`src/rtl/uart_pkg.sv`:
```
// Shared UART definitions: FSM state encoding used by both the transmitter
// and the receiver, plus the bit-period helper.
package uart_pkg;

    typedef enum logic [2:0] {
        Idle,
        StartBit,
        DataBits,
        StopBit,
        WaitForGoLow
    } state_e;

    // Clocks per bit period, integer floor.
    function automatic int unsigned bit_time(input int unsigned clk_hz,
                                             input int unsigned baud);
        return clk_hz / baud;
    endfunction

endpackage

```
`src/rtl/uartrx_if.sv`:
```
// Consumer-side bundle of the UART receiver.
//
// Handshake (go/busy style, shared with the transmitter): the consumer holds
// go high to arm the receiver. When a frame completes, data_ready rises and
// data/framing_error are stable. They are held until the consumer drops go.
// data_ready falls on the clock after go is seen low. Dropping go while a
// frame is in flight aborts that frame without touching the outputs.
interface uartrx_if;
    import uart_pkg::*;

    logic       rx;
    logic       go;
    logic [7:0] data;
    logic       data_ready;
    logic       framing_error;
    state_e     state;

    modport master (
        output rx, go,
        input  data, data_ready, framing_error, state
    );

    modport slave (
        input  rx, go,
        output data, data_ready, framing_error, state
    );

endinterface

```
`src/rtl/uartrx_sync_2ff.sv`:
```
// Two-flop synchronizer for a single asynchronous bit, with a selectable
// reset value so an idle-high line does not look active out of reset.
module sync_2ff #(
    parameter logic RESET_VALUE = 1'b1
) (
    input  logic clk,
    input  logic rst_n,
    input  logic d,
    output logic q
);

    logic meta;

    // Two back-to-back flops give the first one a full cycle to settle.
    always_ff @(posedge clk) begin
        if (!rst_n) begin
            meta <= RESET_VALUE;
            q    <= RESET_VALUE;
        end else begin
            meta <= d;
            q    <= meta;
        end
    end

endmodule

```
`src/rtl/uartrx.sv`:
```
// UART receiver, 8N1, LSB first. Samples each bit at mid-bit using a
// countdown timer, and holds the completed byte until go drops.
module uartrx
    import uart_pkg::*;
#(
    parameter int unsigned ClockFrequencyHz = 66_000_000,
    parameter int unsigned BaudRate         = 9600
) (
    input  logic      clk,
    input  logic      rst_n,
    uartrx_if.slave   bus
);

    localparam int unsigned BIT_TIME = bit_time(ClockFrequencyHz, BaudRate);
    localparam int          CW       = $clog2(BIT_TIME);

    // First sample of a frame lands half a bit after the start edge;
    // every later sample is one full bit after the previous one.
    localparam logic [CW-1:0] HALF_RELOAD = CW'(BIT_TIME / 2 - 1);
    localparam logic [CW-1:0] FULL_RELOAD = CW'(BIT_TIME - 1);

    generate
        if (BIT_TIME < 4) begin : g_bit_time_check
            $error("uartrx: BIT_TIME must be at least 4 clocks per bit");
        end
    endgenerate

    logic          rx_s;
    state_e        state, state_next;
    logic [CW-1:0] cnt, cnt_next;
    logic [3:0]    bit_cnt, bit_cnt_next;
    logic [7:0]    shift_reg, shift_next;
    logic [7:0]    data_r, data_next;
    logic          ready_r, ready_next;
    logic          fe_r, fe_next;

    sync_2ff #(.RESET_VALUE(1'b1)) u_rx_sync (
        .clk   (clk),
        .rst_n (rst_n),
        .d     (bus.rx),
        .q     (rx_s)
    );

    // Next-state and datapath decisions; every target defaults to hold.
    always_comb begin
        state_next   = state;
        cnt_next     = cnt;
        bit_cnt_next = bit_cnt;
        shift_next   = shift_reg;
        data_next    = data_r;
        ready_next   = ready_r;
        fe_next      = fe_r;

        case (state)
            Idle: begin
                if (bus.go && !rx_s) begin
                    state_next = StartBit;
                    cnt_next   = HALF_RELOAD;
                end
            end

            StartBit: begin
                if (!bus.go) begin
                    state_next = Idle;
                end else if (cnt == '0) begin
                    // A start bit that is no longer low at mid-bit was a glitch.
                    if (!rx_s) begin
                        state_next   = DataBits;
                        cnt_next     = FULL_RELOAD;
                        bit_cnt_next = 4'd0;
                    end else begin
                        state_next = Idle;
                    end
                end else begin
                    cnt_next = cnt - 1'b1;
                end
            end

            DataBits: begin
                if (!bus.go) begin
                    state_next = Idle;
                end else if (cnt == '0) begin
                    shift_next[bit_cnt[2:0]] = rx_s;
                    bit_cnt_next             = bit_cnt + 1'b1;
                    cnt_next                 = FULL_RELOAD;
                    if (bit_cnt == 4'd7) begin
                        state_next = StopBit;
                    end
                end else begin
                    cnt_next = cnt - 1'b1;
                end
            end

            StopBit: begin
                if (!bus.go) begin
                    state_next = Idle;
                end else if (cnt == '0) begin
                    data_next  = shift_reg;
                    fe_next    = !rx_s;
                    ready_next = 1'b1;
                    state_next = WaitForGoLow;
                end else begin
                    cnt_next = cnt - 1'b1;
                end
            end

            WaitForGoLow: begin
                // Line activity here is ignored until the consumer acks.
                if (!bus.go) begin
                    state_next = Idle;
                    ready_next = 1'b0;
                end
            end

            default: begin
                state_next = Idle;
            end
        endcase
    end

    // Single register stage for FSM and datapath; reset overrides everything.
    always_ff @(posedge clk) begin
        if (!rst_n) begin
            state     <= Idle;
            cnt       <= '0;
            bit_cnt   <= 4'd0;
            shift_reg <= 8'h00;
            data_r    <= 8'h00;
            ready_r   <= 1'b0;
            fe_r      <= 1'b0;
        end else begin
            state     <= state_next;
            cnt       <= cnt_next;
            bit_cnt   <= bit_cnt_next;
            shift_reg <= shift_next;
            data_r    <= data_next;
            ready_r   <= ready_next;
            fe_r      <= fe_next;
        end
    end

    assign bus.data          = data_r;
    assign bus.data_ready    = ready_r;
    assign bus.framing_error = fe_r;
    assign bus.state         = state;

endmodule

```
`src/flat_wrapper.sv`:
```
// flat-port wrapper written by rule: the top's interface ports become plain ports
module uartrx_flat import uart_pkg::*;
#(
    parameter int unsigned ClockFrequencyHz = 66_000_000,
    parameter int unsigned BaudRate         = 9600
)
  (clk, rst_n, bus_rx, bus_go, bus_data, bus_data_ready, bus_framing_error, bus_state);
  uartrx_if bus_i ();
  input  logic clk;
  input  logic rst_n;
  input wire logic [$bits(bus_i.rx)-1:0] bus_rx;
  input wire logic [$bits(bus_i.go)-1:0] bus_go;
  output wire logic [$bits(bus_i.data)-1:0] bus_data;
  output wire logic [$bits(bus_i.data_ready)-1:0] bus_data_ready;
  output wire logic [$bits(bus_i.framing_error)-1:0] bus_framing_error;
  output wire logic [$bits(bus_i.state)-1:0] bus_state;
  assign bus_i.rx = bus_rx;
  assign bus_i.go = bus_go;
  assign bus_data = bus_i.data;
  assign bus_data_ready = bus_i.data_ready;
  assign bus_framing_error = bus_i.framing_error;
  assign bus_state = bus_i.state;
  uartrx #(.ClockFrequencyHz(ClockFrequencyHz), .BaudRate(BaudRate)) u_core (.clk(clk), .rst_n(rst_n), .bus(bus_i));
endmodule
```
`config.mk`:
```
export PLATFORM = sky130hd
export DESIGN_NAME = uartrx_flat
export DESIGN_NICKNAME = d
export VERILOG_FILES = /design/src/rtl/uart_pkg.sv /design/src/rtl/uartrx_if.sv /design/src/rtl/uartrx_sync_2ff.sv /design/src/rtl/uartrx.sv /design/src/flat_wrapper.sv
export SDC_FILE = /design/constraint.sdc
export NUM_CORES = 1
export LEC_CHECK = 0
export CORE_ASPECT_RATIO = 0.5
export CORE_MARGIN = 10
export CORE_UTILIZATION = 62
export DETAILED_ROUTE_END_ITERATION = 16
export HOLD_SLACK_MARGIN = 0.03
export PLACE_DENSITY_LB_ADDON = 0.05
export RECOVER_POWER = 50
export SLEW_MARGIN = 20
export SYNTH_ARGS = -nofsm -noshare
export SYNTH_HDL_FRONTEND = slang
export SYNTH_SLANG_ARGS = --single-unit
```
`constraint.sdc`:
```
create_clock -name clk -period 5.21 [get_ports clk]
set_clock_uncertainty 0.2 [all_clocks]
set_input_delay 1.3025 -clock clk [delete_from_list [all_inputs] [get_ports clk]]
set_output_delay 1.3025 -clock clk [all_outputs]
set_load 0.1 [all_outputs]
```
**Run 1: register map, names as in the netlist**

The bar under the picture is 20 µm long.
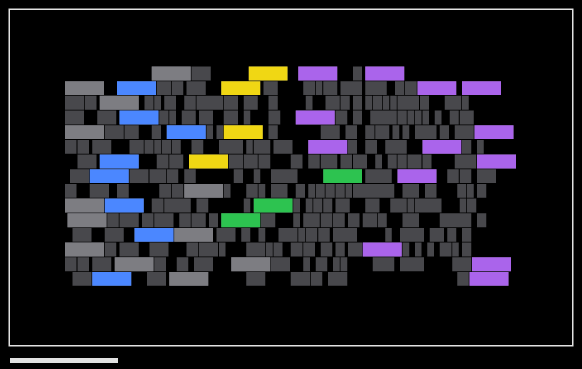
Key: blue = u_core.shift_reg [flops 8, where west]; green = u_core.bus.state [flops 3]; purple = u_core.cnt [flops 13]; yellow = u_core.bit_cnt [flops 4]
Another 12 sequential cells are not colored.

**Run 1: cell density map**

The bar under the picture is 20 µm long. 10 x 6 tiles, from dark purple (low) to yellow (high), 0 to 100% covered.
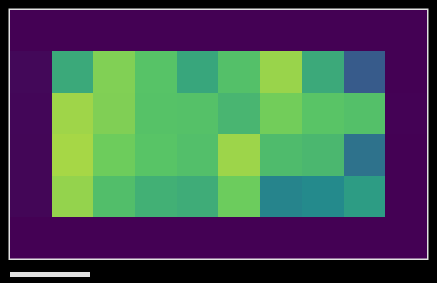
The fullest tile reaches 86%. The mean over all tiles is 37%. 45% of the tiles are nearly empty. 17% of the tiles are over 75% full. The densest ninth of the die: center.

**Run 1: wiring heat map**

21 x 12 tiles, from dark purple (low) to yellow (high), scaled to the fullest tile. Values are wire area over tile area, all layers added.
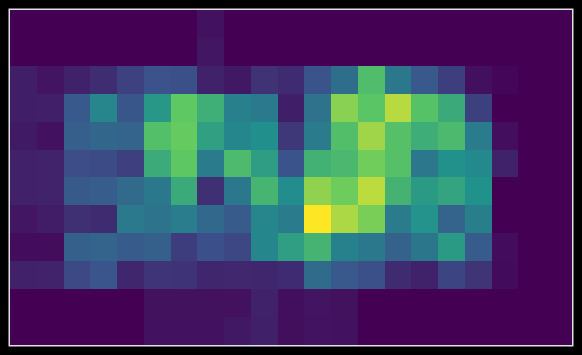
The mean over all tiles is 0.12. 34% of the tiles are nearly empty. The emptiest ninth of the die: south-east. The densest ninth of the die: center.

**Run 1: signal wires by layer**

Two of the layers only.
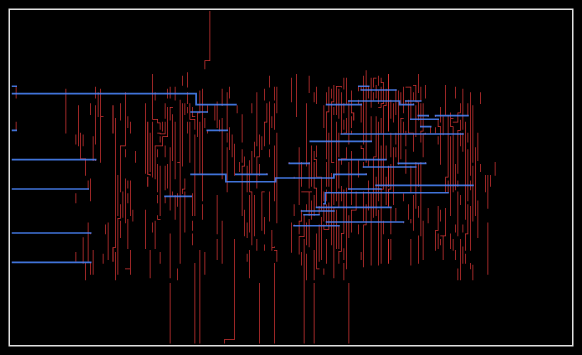
Key: red = metal 2 [wire length 2160 µm]; blue = metal 3 [wire length 356 µm]

==> impl_metrics.yaml, run 1 <==
# yosys + openroad results
logic_synthesis:
  mux_share: 0.0593
  synth.cell_area_um2: 2200
  synth.top_cells.by_count: "sky130_fd_sc_hd__dfxtp_1 (40), sky130_fd_sc_hd__nand2_1 (22), sky130_fd_sc_hd__nor2_1 (18), sky130_fd_sc_hd__a21oi_1 (15), sky130_fd_sc_hd__nor2b_1 (15)"
critical_path:
  crit_arrival_ns: 2.11
  critPathLaunch: "u_core.bus.state[0]$_SDFFE_PN0P_"
finish:
  design_area_um2: 2420
  invs_w_o_clock: 4
  layout-drive-gt1-share: 0.105
  logic_gate_count: 198
placement:
  io_buffer_count: 16
  numPlacedInstances: 310
pwr:
  cell_internal_pwr_mw: 0.568
  power.ir.vdd_worst_uv: 219
outcome:
  outcome: "complete, but fails checks"
  violations: "capacitance limit, slew limit"
grt:
  gr-usage-met3: 0.0576
run:
  cap_violations: 1
floorplan:
  dieWidth_um: 104
route:
  drt_wl_cell_um: 15.2
  drt-met1-wl_um: 2270
final_timing:
  slew_viols_final: 44
  number_of_hold_violations_in_the_final_report: 0
  setup_violations: 0
==> run 2, diff against run 1 <==
--- a/config.mk
+++ b/config.mk
@@ -7,7 +7,7 @@
 export LEC_CHECK = 0
 export CORE_ASPECT_RATIO = 0.5
 export CORE_MARGIN = 10
-export CORE_UTILIZATION = 62
+export CORE_UTILIZATION = 52
 export DETAILED_ROUTE_END_ITERATION = 16
 export HOLD_SLACK_MARGIN = 0.03
 export PLACE_DENSITY_LB_ADDON = 0.05
==> constraint.sdc (replaced) <==
create_clock -name clk -period 3.19 [get_ports clk]
set_clock_uncertainty 0.2 [all_clocks]
set_input_delay 0.7975 -clock clk [delete_from_list [all_inputs] [get_ports clk]]
set_output_delay 0.7975 -clock clk [all_outputs]
set_load 0.1 [all_outputs]
==> impl_metrics.yaml, run 2 <==
# yosys + openroad results
outcome:
  outcome: "complete, but fails checks"
  violations: "capacitance limit, slew limit"
grt:
  use_met2: 0.217
  gr-usage-met3: 0.0380
  grtUsageTotal: 0.138
logic_synthesis:
  ys_area_um2: 2200
  synth_xor_xnor_area_share: 0
  ys_async_sr_fraction: 0
  synth.top_cells.by_count: "sky130_fd_sc_hd__dfxtp_1 (40), sky130_fd_sc_hd__nand2_1 (22), sky130_fd_sc_hd__nor2_1 (18), sky130_fd_sc_hd__a21oi_1 (15), sky130_fd_sc_hd__nor2b_1 (15)"
  mux_share: 0.0593
  fa_ha_area_frac: 0.0171
  top_cells_by_area_in_the_synthesized_netlist: "sky130_fd_sc_hd__dfxtp_1 (36%), sky130_fd_sc_hd__mux2i_1 (5.9%), sky130_fd_sc_hd__nor2b_1 (4.3%)"
  synth.cell_area_um2: 2200
  synth_cells: 257
route:
  dr_total_vias: 1925
  drt_wl_cell_um: 15.3
  drt-met1-wl_um: 2520
  final_antenna_net_count: 0
min_path:
  hold_path.class: "reg -> reg"
pwr:
  power.ir.vdd_worst_uv: 258
  cell_internal_pwr_mw: 0.968
  total_switching_power_mw: 0.678
placement:
  numPlacedInstances: 319
  io_buffer_count: 16
finish:
  area_dominant_class: "multi-input combinational cells"
  invs_w_o_clock: 4
  post_layout_nonfiller_instances: 326
  lay_top_count: "sky130_fd_sc_hd__dfxtp_1"
  layout-drive-gt1-share: 0.129
  flop_area_um2: 801
  logic_gate_count: 198
  design_area_um2: 2390
  n_all_buffers: 23
critical_path:
  critPathLaunch: "u_core.bus.state[1]$_SDFFE_PN0P_"
  cp_slowest_cell: "sky130_fd_sc_hd__clkbuf_1"
  critPathBufInv: 1
  crit_arrival_ns: 1.79
run:
  tool_warnings: 27
  cap_violations: 1
final_timing:
  worstMarginPinSlew_ns: 1.62
  max-slew-margin-rel: -0.0823
  number_of_hold_violations_in_the_final_report: 0
  slew_viols_final: 44
  setup_violations: 0
floorplan:
  dieWidth_um: 112
  floorplan.io_pins: 17
cts:
  postCtsResizedCells: 0
  cts_buffer_depth: 2
  tritoncts.num_buffers: 5
**Run 2: register map, names as in the netlist**

The bar under the picture is 20 µm long.
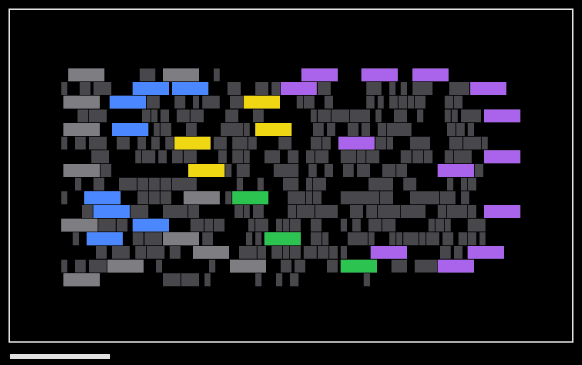
Key: green = u_core.bus.state [flops 3]; purple = u_core.cnt [flops 13]; blue = u_core.shift_reg [flops 8]; yellow = u_core.bit_cnt [flops 4]
Another 12 sequential cells are not colored.

**Run 2: wiring heat map**

22 x 13 tiles, from dark purple (low) to yellow (high), scaled to the fullest tile. Values are wire area over tile area, all layers added.
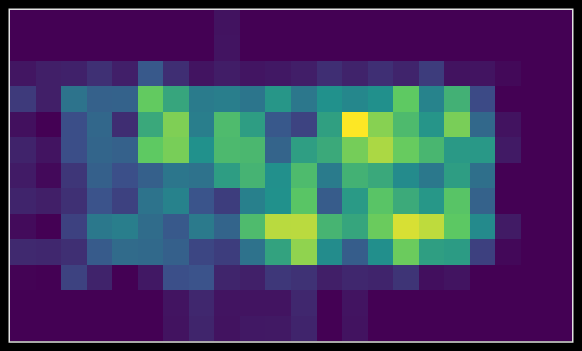
19% of the tiles are over half the peak. The mean over all tiles is 0.11. The densest ninth of the die: center.

**Run 2: signal wires by layer**

Two of the layers only.
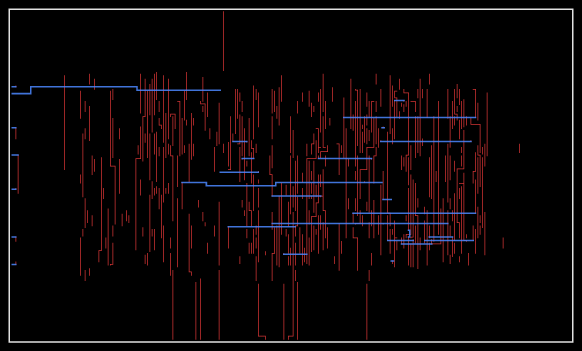
Key: red = metal 2 [wire length 2160 µm]; blue = metal 3 [wire length 275 µm]

Power is estimated from default activity; no workload was simulated.
